**src/rtl/single_exp2_pipe_if.sv**
```systemverilog
// Handshake bundle for single_exp2_pipe: operand in, 2^x result out.
// The flags signal exists only when SINGLE_EXP2_FLAGS_EN is defined.
interface single_exp2_pipe_if;
  logic        in_valid;
  logic        in_ready;
  logic [31:0] a;
  logic        out_valid;
  logic        out_ready;
  logic [31:0] c;
`ifdef SINGLE_EXP2_FLAGS_EN
  logic [2:0]  flags;
`endif

  modport master (
    output in_valid,
    output a,
    output out_ready,
    input  in_ready,
    input  out_valid,
    input  c
`ifdef SINGLE_EXP2_FLAGS_EN
    , input flags
`endif
  );

  modport slave (
    input  in_valid,
    input  a,
    input  out_ready,
    output in_ready,
    output out_valid,
    output c
`ifdef SINGLE_EXP2_FLAGS_EN
    , output flags
`endif
  );
endinterface

```
**src/rtl/single_exp2_pipe.sv**
```systemverilog
// 4-stage float32 2^x: Q9.FRAC_W split, LUT + linear interpolation.
// Define SINGLE_EXP2_FLAGS_EN for the {invalid, overflow, underflow} port.
module single_exp2_pipe #(
  parameter int FRAC_W   = 23,
  parameter int LUT_BITS = 6
) (
  input  logic           clk,
  input  logic           rst,
  single_exp2_pipe_if.slave io
);

  localparam int W  = 9 + FRAC_W;
  localparam int R  = FRAC_W - LUT_BITS;
  localparam int N  = 1 << LUT_BITS;
  localparam int PW = 25 + R;
  localparam logic [LUT_BITS:0] ONE = 1;

  function automatic logic [127:0] isqrt(input logic [127:0] v);
    logic [127:0] n, r, b;
    n = v;
    r = '0;
    for (int i = 63; i >= 0; i--) begin
      b = 128'd1 << (2 * i);
      if (n >= r + b) begin
        n = n - r - b;
        r = (r >> 1) + b;
      end else begin
        r = r >> 1;
      end
    end
    return r;
  endfunction

  // 2^(k/N) in Q1.23, built from repeated square roots of 2 in Q2.60
  function automatic logic [24:0] lut_entry(input int k);
    logic [127:0] c, p;
    if (k >= N) return 25'd1 << 24;
    c = 128'd2 << 60;
    p = 128'd1 << 60;
    for (int i = 1; i <= LUT_BITS; i++) begin
      c = isqrt(c << 60);
      if (((k >> (LUT_BITS - i)) & 1) != 0)
        p = (p * c) >> 60;
    end
    return 25'((p + (128'd1 << 36)) >> 37);
  endfunction

  logic [24:0] lut [0:N];
  for (genvar g = 0; g <= N; g++) begin : g_lut
    localparam logic [24:0] V = lut_entry(g);
    assign lut[g] = V;
  end

  logic        en;
  logic        v1_q, v2_q, v3_q, ov_q;
  logic        s1_spec_q, s1_spec_d;
  logic [31:0] s1_res_q, s1_res_d;
  logic [W-1:0] s1_x_q, s1_x_d;
  logic        s2_spec_q, s2_spec_d;
  logic [31:0] s2_res_q, s2_res_d;
  logic [7:0]  s2_ex_q, s2_ex_d;
  logic [24:0] s2_t0_q, s2_t0_d;
  logic [24:0] s2_t1_q, s2_t1_d;
  logic [R-1:0] s2_r_q, s2_r_d;
  logic        s3_spec_q;
  logic [31:0] s3_res_q;
  logic [7:0]  s3_ex_q;
  logic [22:0] s3_m_q, s3_m_d;
  logic [31:0] c_q, c_d;

  assign en          = !(ov_q && !io.out_ready);
  assign io.in_ready = en;
  assign io.out_valid = ov_q;
  assign io.c        = c_q;

  logic        sgn_w;
  logic [7:0]  e_w;
  logic [22:0] man_w;
  logic [23:0] sig_w;
  logic        nan_w, inf_w, zde_w, tiny_w, big_w;
  int          sh;
  logic [W-1:0] mag;
  logic        lost;

  assign sgn_w  = io.a[31];
  assign e_w    = io.a[30:23];
  assign man_w  = io.a[22:0];
  assign sig_w  = {1'b1, man_w};
  assign nan_w  = (e_w == 8'hFF) && (man_w != '0);
  assign inf_w  = (e_w == 8'hFF) && (man_w == '0);
  assign zde_w  = (e_w == 8'h00);
  assign tiny_w = !zde_w && (int'(e_w) < 127 - FRAC_W);
  assign big_w  = (e_w >= 8'd135) && (e_w != 8'hFF);

  // S1: classify and convert to fixed point, rounding toward -inf
  always_comb begin
    s1_spec_d = 1'b1;
    s1_res_d  = 32'h3F80_0000;
    s1_x_d    = '0;
    mag       = '0;
    lost      = 1'b0;
    sh        = int'(e_w) - 150 + FRAC_W;
    unique case (1'b1)
      nan_w:          s1_res_d = 32'h7FC0_0000;
      inf_w, big_w:   s1_res_d = sgn_w ? 32'h0 : 32'h7F80_0000;
      zde_w, tiny_w:  s1_res_d = 32'h3F80_0000;
      default: begin
        s1_spec_d = 1'b0;
        if (sh >= 0) begin
          mag = W'(sig_w) << sh;
        end else begin
          mag  = W'(sig_w >> (-sh));
          lost = |(sig_w & ~(24'hFF_FFFF << (-sh)));
        end
        s1_x_d = sgn_w ? -(mag + W'(lost)) : mag;
      end
    endcase
  end

  logic signed [8:0] n_w;
  logic [LUT_BITS-1:0] k_w;
  logic [LUT_BITS:0] k0_w, k1_w;
  logic ovf_w, unf_w;

  assign n_w   = s1_x_q[W-1:FRAC_W];
  assign k_w   = s1_x_q[FRAC_W-1 -: LUT_BITS];
  assign k0_w  = {1'b0, k_w};
  assign k1_w  = k0_w + ONE;
  assign ovf_w = !s1_spec_q && (n_w > 9'sd127);
  assign unf_w = !s1_spec_q && (n_w < -9'sd126);

  // S2: integer/fraction split and table read
  always_comb begin
    s2_spec_d = s1_spec_q | ovf_w | unf_w;
    s2_res_d  = ovf_w ? 32'h7F80_0000 : (unf_w ? 32'h0 : s1_res_q);
    s2_ex_d   = 8'(n_w + 9'sd127);
    s2_t0_d   = lut[k0_w];
    s2_t1_d   = lut[k1_w];
    s2_r_d    = s1_x_q[R-1:0];
  end

  logic [24:0]   diff_w;
  logic [PW-1:0] prod_w;

  // S3: interpolate; result stays below 2.0 so the hidden bit is dropped
  always_comb begin
    diff_w = s2_t1_q - s2_t0_q;
    prod_w = PW'(diff_w) * PW'(s2_r_q);
    s3_m_d = 23'(s2_t0_q + 25'(prod_w >> R));
  end

  assign c_d = s3_spec_q ? s3_res_q : {1'b0, s3_ex_q, s3_m_q};

  always_ff @(posedge clk or posedge rst) begin
    if (rst) begin
      v1_q      <= 1'b0;
      v2_q      <= 1'b0;
      v3_q      <= 1'b0;
      ov_q      <= 1'b0;
      s1_spec_q <= 1'b0;
      s1_res_q  <= '0;
      s1_x_q    <= '0;
      s2_spec_q <= 1'b0;
      s2_res_q  <= '0;
      s2_ex_q   <= '0;
      s2_t0_q   <= '0;
      s2_t1_q   <= '0;
      s2_r_q    <= '0;
      s3_spec_q <= 1'b0;
      s3_res_q  <= '0;
      s3_ex_q   <= '0;
      s3_m_q    <= '0;
      c_q       <= '0;
    end else if (en) begin
      v1_q      <= io.in_valid;
      v2_q      <= v1_q;
      v3_q      <= v2_q;
      ov_q      <= v3_q;
      s1_spec_q <= s1_spec_d;
      s1_res_q  <= s1_res_d;
      s1_x_q    <= s1_x_d;
      s2_spec_q <= s2_spec_d;
      s2_res_q  <= s2_res_d;
      s2_ex_q   <= s2_ex_d;
      s2_t0_q   <= s2_t0_d;
      s2_t1_q   <= s2_t1_d;
      s2_r_q    <= s2_r_d;
      s3_spec_q <= s2_spec_q;
      s3_res_q  <= s2_res_q;
      s3_ex_q   <= s2_ex_q;
      s3_m_q    <= s3_m_d;
      c_q       <= c_d;
    end
  end

`ifdef SINGLE_EXP2_FLAGS_EN
  logic [2:0] s1_flg_q, s2_flg_q, s3_flg_q, flg_q;

  assign io.flags = flg_q;

  always_ff @(posedge clk or posedge rst) begin
    if (rst) begin
      s1_flg_q <= '0;
      s2_flg_q <= '0;
      s3_flg_q <= '0;
      flg_q    <= '0;
    end else if (en) begin
      s1_flg_q <= {nan_w, big_w & ~sgn_w, big_w & sgn_w};
      s2_flg_q <= s1_flg_q | {1'b0, ovf_w, unf_w};
      s3_flg_q <= s2_flg_q;
      flg_q    <= s3_flg_q;
    end
  end
`endif

endmodule
```
**src/flat_wrapper.sv**
```systemverilog
// flat-port wrapper written by rule: the top's interface ports become plain ports
module single_exp2_pipe_flat 
#(
  parameter int FRAC_W   = 23,
  parameter int LUT_BITS = 6
)
  (clk, rst, io_in_valid, io_a, io_out_ready, io_in_ready, io_out_valid, io_c);
  single_exp2_pipe_if io_i ();
  input  logic clk;
  input  logic rst;
  input wire logic [$bits(io_i.in_valid)-1:0] io_in_valid;
  input wire logic [$bits(io_i.a)-1:0] io_a;
  input wire logic [$bits(io_i.out_ready)-1:0] io_out_ready;
  output wire logic [$bits(io_i.in_ready)-1:0] io_in_ready;
  output wire logic [$bits(io_i.out_valid)-1:0] io_out_valid;
  output wire logic [$bits(io_i.c)-1:0] io_c;
  assign io_i.in_valid = io_in_valid;
  assign io_i.a = io_a;
  assign io_i.out_ready = io_out_ready;
  assign io_in_ready = io_i.in_ready;
  assign io_out_valid = io_i.out_valid;
  assign io_c = io_i.c;
  single_exp2_pipe #(.FRAC_W(FRAC_W), .LUT_BITS(LUT_BITS)) u_core (.clk(clk), .rst(rst), .io(io_i));
endmodule
```
**config.mk**
```make
export PLATFORM = sky130hd
export DESIGN_NAME = single_exp2_pipe_flat
export DESIGN_NICKNAME = d
export VERILOG_FILES = /design/src/rtl/single_exp2_pipe_if.sv /design/src/rtl/single_exp2_pipe.sv /design/src/flat_wrapper.sv
export SDC_FILE = /design/constraint.sdc
export NUM_CORES = 2
export LEC_CHECK = 0
export CORE_ASPECT_RATIO = 2
export CORE_MARGIN = 8
export CORE_UTILIZATION = 59
export CTS_CLUSTER_DIAMETER = 100
export DETAILED_ROUTE_END_ITERATION = 6
export PLACE_DENSITY = 0.83
export SLEW_MARGIN = 25
export SYNTH_ARGS = -nofsm -noshare
export SYNTH_HDL_FRONTEND = slang
export SYNTH_SLANG_ARGS = --single-unit
```
**constraint.sdc**
```tcl
create_clock -name clk -period 10.9 [get_ports clk]
set_input_delay 1.635 -clock clk [delete_from_list [all_inputs] [get_ports clk]]
set_output_delay 1.635 -clock clk [all_outputs]
set_load 0.005 [all_outputs]
```
**Zoomed window**

Bar = 10 um. Window x 74 to 104, y 156 to 186 um. Cells in grey, sequential cells in the stronger grey; small squares are vias.
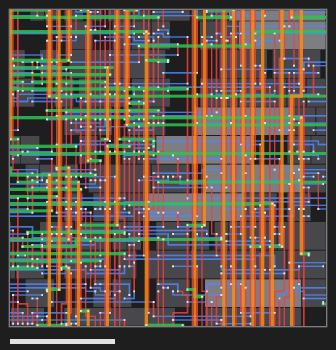
| layer | colour |
|---|---|
| M4 | orange |
| M1 | blue |
| M2 | red |
| M3 | green |
netlist names of flops here include: u_core.s2_t1_q (6)
cells with their middle in the window: 74
most frequent: o21ai_0 (10), nand2_1 (8), a21oi_1 (7)
sequential cells in the window: 6

==> COMMIT_EDITMSG <==
Add synthesis and place-and-route results

* Detailed-route wire length per cell: between 20 and 25 um
* Type of the worst setup path: flip-flop to flip-flop
- For reference, the critical path is launched at u_core.s2_t1_q[0].
* Post-detailed-route DRC marker count: 1
* Layout cells sized above 1: ~11%
- In the synthesized netlist, the cells that appear most often are 768 x sky130_fd_sc_hd__nand2_1, 452 x sky130_fd_sc_hd__inv_1, 343 x sky130_fd_sc_hd__fa_1.
- The initial antenna violation count came to 6.
* Number of placed instances with taps included: around 4800
- Slowest stage cell, crit path: sky130_fd_sc_hd__fa_1
- The flow ran to the end, but the final reports show violations.
- Tally of max-capacitance violations: 0
- The most critical hold endpoint after final layout shows a slack of 0.451 ns.
- In the floorplan report the effective utilization is 59.5%.
- Final total power: 9.74 mW
* Mean number of vias per cell: between 6 and 7
- Net Sw Frac: between 50 and 60%
- The report puts the cell count of the worst reg-to-reg path at roughly 54.
* Number of ports placed on the die boundary: roughly 70
* Vertical die dimension: about 340 um
* Number of standard cells reported by yosys: 4079
* Fraction of area in multi-input gates: ~69%
- Mux share: under 10%
* Clock sinks: between 150 and 200
- The number of gates resized after CTS was 21.
- Clk cell area share: between 1.5 and 2%
- In this run, synthesis inferred 0 flip-flops with an integrated enable.
* Share of the core filled with cells in the final layout: between 60% and 70%
* Pin slew with the least headroom to its limit: between 1 and 1.5 ns
- Library cell appearing most often on the critical path: sky130_fd_sc_hd__fa_1
* Layout non-clock buf frac: roughly 8.5%
- Area of the synthesized netlist per yosys stat: 0.0312 mm^2
- Clock slew at the register clock pins of the worst setup and hold paths: approximately 0.080 ns
- Clk_lat worst skew: 0.48 ns
- According to the floorplan report, the total die area is a little over 0.06 mm^2.
* Ys flops: about 180
* Final weighted congestion of routability-driven global placement: 1.07
- Largest voltage drop on the vdd net: about 270 uV
* Overall overflow remaining after global route: 0
* Destination of the critical timing path: u_core.s3_m_q[22]
- Power per unit of standard cell area: around 280 mW/mm^2
* Pre-Repair DR Iteration Count: 7
- Per the timing report, the most critical flop-to-flop path originates at u_core.s2_t1_q[0].
- Arrival time worst endpoint: ~11 ns
* Final count of negative-setup-slack endpoints: 0
- The flow reports an fmax of between 0.09 and 0.1 GHz.
* Instance count of the mapped netlist: 4079
- Power Combinational: ~8.0 mW
- Post-cts hold buffer count: 0
- Drt initial violations: roughly 3100
* Clock tree from TritonCTS: yes
* Tally of non-filler cells in the final layout: ~4900
* Pin count of the biggest net entering global routing: slightly below 200
* Number of warnings the tools reported: between 50 and 60
- The warning tally printed by Yosys for this design is 0.
- Hold depth: 2
- Sequential fraction of the synthesis area: about 15%
- The flow reports that combinational logic draws between 80% and 90% of the design power.
- By area the synthesized netlist is led by sky130_fd_sc_hd__fa_1 22%, sky130_fd_sc_hd__dfrtp_1 15%, sky130_fd_sc_hd__nand2_1 9.2%, sky130_fd_sc_hd__ha_1 8.8%, sky130_fd_sc_hd__inv_1 5.4%.
- STA lists the startpoint of the worst hold path as u_core.s2_t0_q[23].
- Of the total synthesized cell area, the portion taken by AND, OR, NAND and NOR gates is around a fifth.
* Clk Tree Root Cell: sky130_fd_sc_hd__clkbuf_16
- At the end of the flow, the number of nets in the layout was a little under 5000.
- Unique cell types: between 80 and 90
- Looking at the cell usage after synthesis, the top flip-flop cell is sky130_fd_sc_hd__dfrtp_1.
* Mean cell area of the mapped netlist: ~7.7 um^2
- HPWL Detailed: 90.4 mm
* Proportion of cell area occupied by registers: approximately an eighth
* Tap cell instance count: approximately 670
- STA classifies the critical path startpoint as a flip-flop.
* Switching Power: approximately 5.3 mW
- Part of the cycle the worst path needs: a little over nine tenths
- CTS max path bufs: 2
* Biggest register: u_core.s1_x_q
* Most repeated cell in the gate-level netlist after synthesis: sky130_fd_sc_hd__nand2_1
- When the netlist entered floorplanning its net count stood at around 4700.
* Layout inverter count without the clock tree: around 460
- Worst path required time: roughly 11 ns
- Top power group: combinational logic
- Setup tns final: 0 ns
- Share of total power in the clock network: 6.5%
- The worst setup path is captured at a flip-flop.
- For this run, asynchronously set or reset flops after synthesis account for 100%.
- After floorplanning, the core was divided into approximately 120 placement rows.
- The count of buffers added on input and output ports is about 68.
- Layout clock buffer count: 17
- Setup repair after global routing could not meet its margin everywhere.
- The area taken by multi-input combinational cells is reported as 0.0243 mm^2.
- Sequential cells consume a total of around 1.1 mW.
- The register with the most flip-flops in the layout has 32 of them.
* Biggest Area Class: logic gates
* Worst slew margin: between 20 and 30%
* Total routed wirelength: 120 mm
* Worst clock skew on the final layout: around 0.016 ns
* Count of pins over their slew limit: 0
- After synthesis, the largest area contributor takes up between 20% and 30% of total cell area.
- Count of multi-input gates: 3179
* Static Leakage: 15.9 nW
- Post-CTS Setup Repair Bufs: 12
- DP Worst Slack: -0.375 ns
- Internal power comes to between 4 and 5 mW.
- Commonest cells after routing, fill and taps aside: 763 x sky130_fd_sc_hd__nand2_1, 437 x sky130_fd_sc_hd__inv_1, 331 x sky130_fd_sc_hd__fa_1
- Summed over all instances, the cell type with the most area after synthesis is sky130_fd_sc_hd__fa_1.
* Antenna Cells: 7
- Global routing used 40.6% of the available tracks across all layers.
* Violations in the final reports: design-rule violations
- In the hold report, the worst path ends at u_core.s2_t0_q[23].
- Die width: 179 um
- Post-layout minimum cycle time: 10.77 ns
* Hold Vio Cnt, Final: 0
* Worst stage delay on the critical path: between 0.5 and 0.6 ns
- The mapped netlist covers 0.0312 mm^2.
- Fraction of the mapped netlist area in compound gates: between 10% and 20%
- Xor/xnor share of the synthesized area: 3.66%
* Class of the worst hold path: flip-flop to flip-flop
* CTS H-tree depth: 4
- Per the post-route antenna check, the number of violating nets is 0.
- Once routing completed, OpenROAD measured the worst setup slack at 0.129 ns.
**Metal layers overlaid**

Only two layers are drawn.
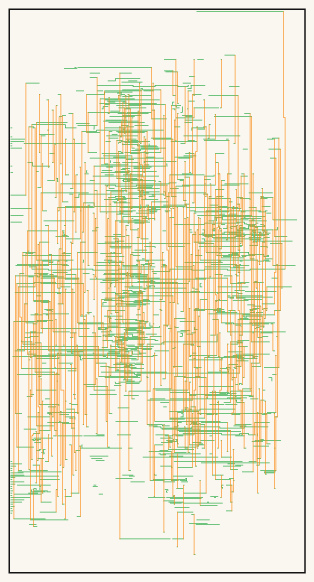
| layer | colour | wire length |
|---|---|---|
| M4 | orange | 16800 um |
| M3 | green | 10100 um |

==> metal layers <==
metal / global-route usage (%) / vias up / share of wire, %
li1: - / 13800 / -
met1: 36.2 / 15100 / 28
met2: 68.2 / 1946 / 49
met3: 12.8 / 995 / 8.4
met4: 43.0 / 4 / 14
met5: 0.167 / - / 0.022
==> cell families after synthesis <==
kind of cell / Yosys count
and+or+nand+nor: 1507
AOI/OAI and AO/OA: 933
buffers and inverters: 716
adders and majority gates: 563
DFF: 184
xor gates and xnor gates: 126
muxes: 49
other: 1
==> critical path, delay by kind of cell, from the launching register on <==
family | cells | cell delay, ns
adders and majority gates | 10 | 4.11
AOI/OAI and AO/OA | 22 | 4.11
and+or+nand+nor | 9 | 0.81
buffers and inverters | 9 | 0.64
xor gates and xnor gates | 4 | 0.60
DFF | 1 | 0.38
Power and IR drop assume default switching activity.
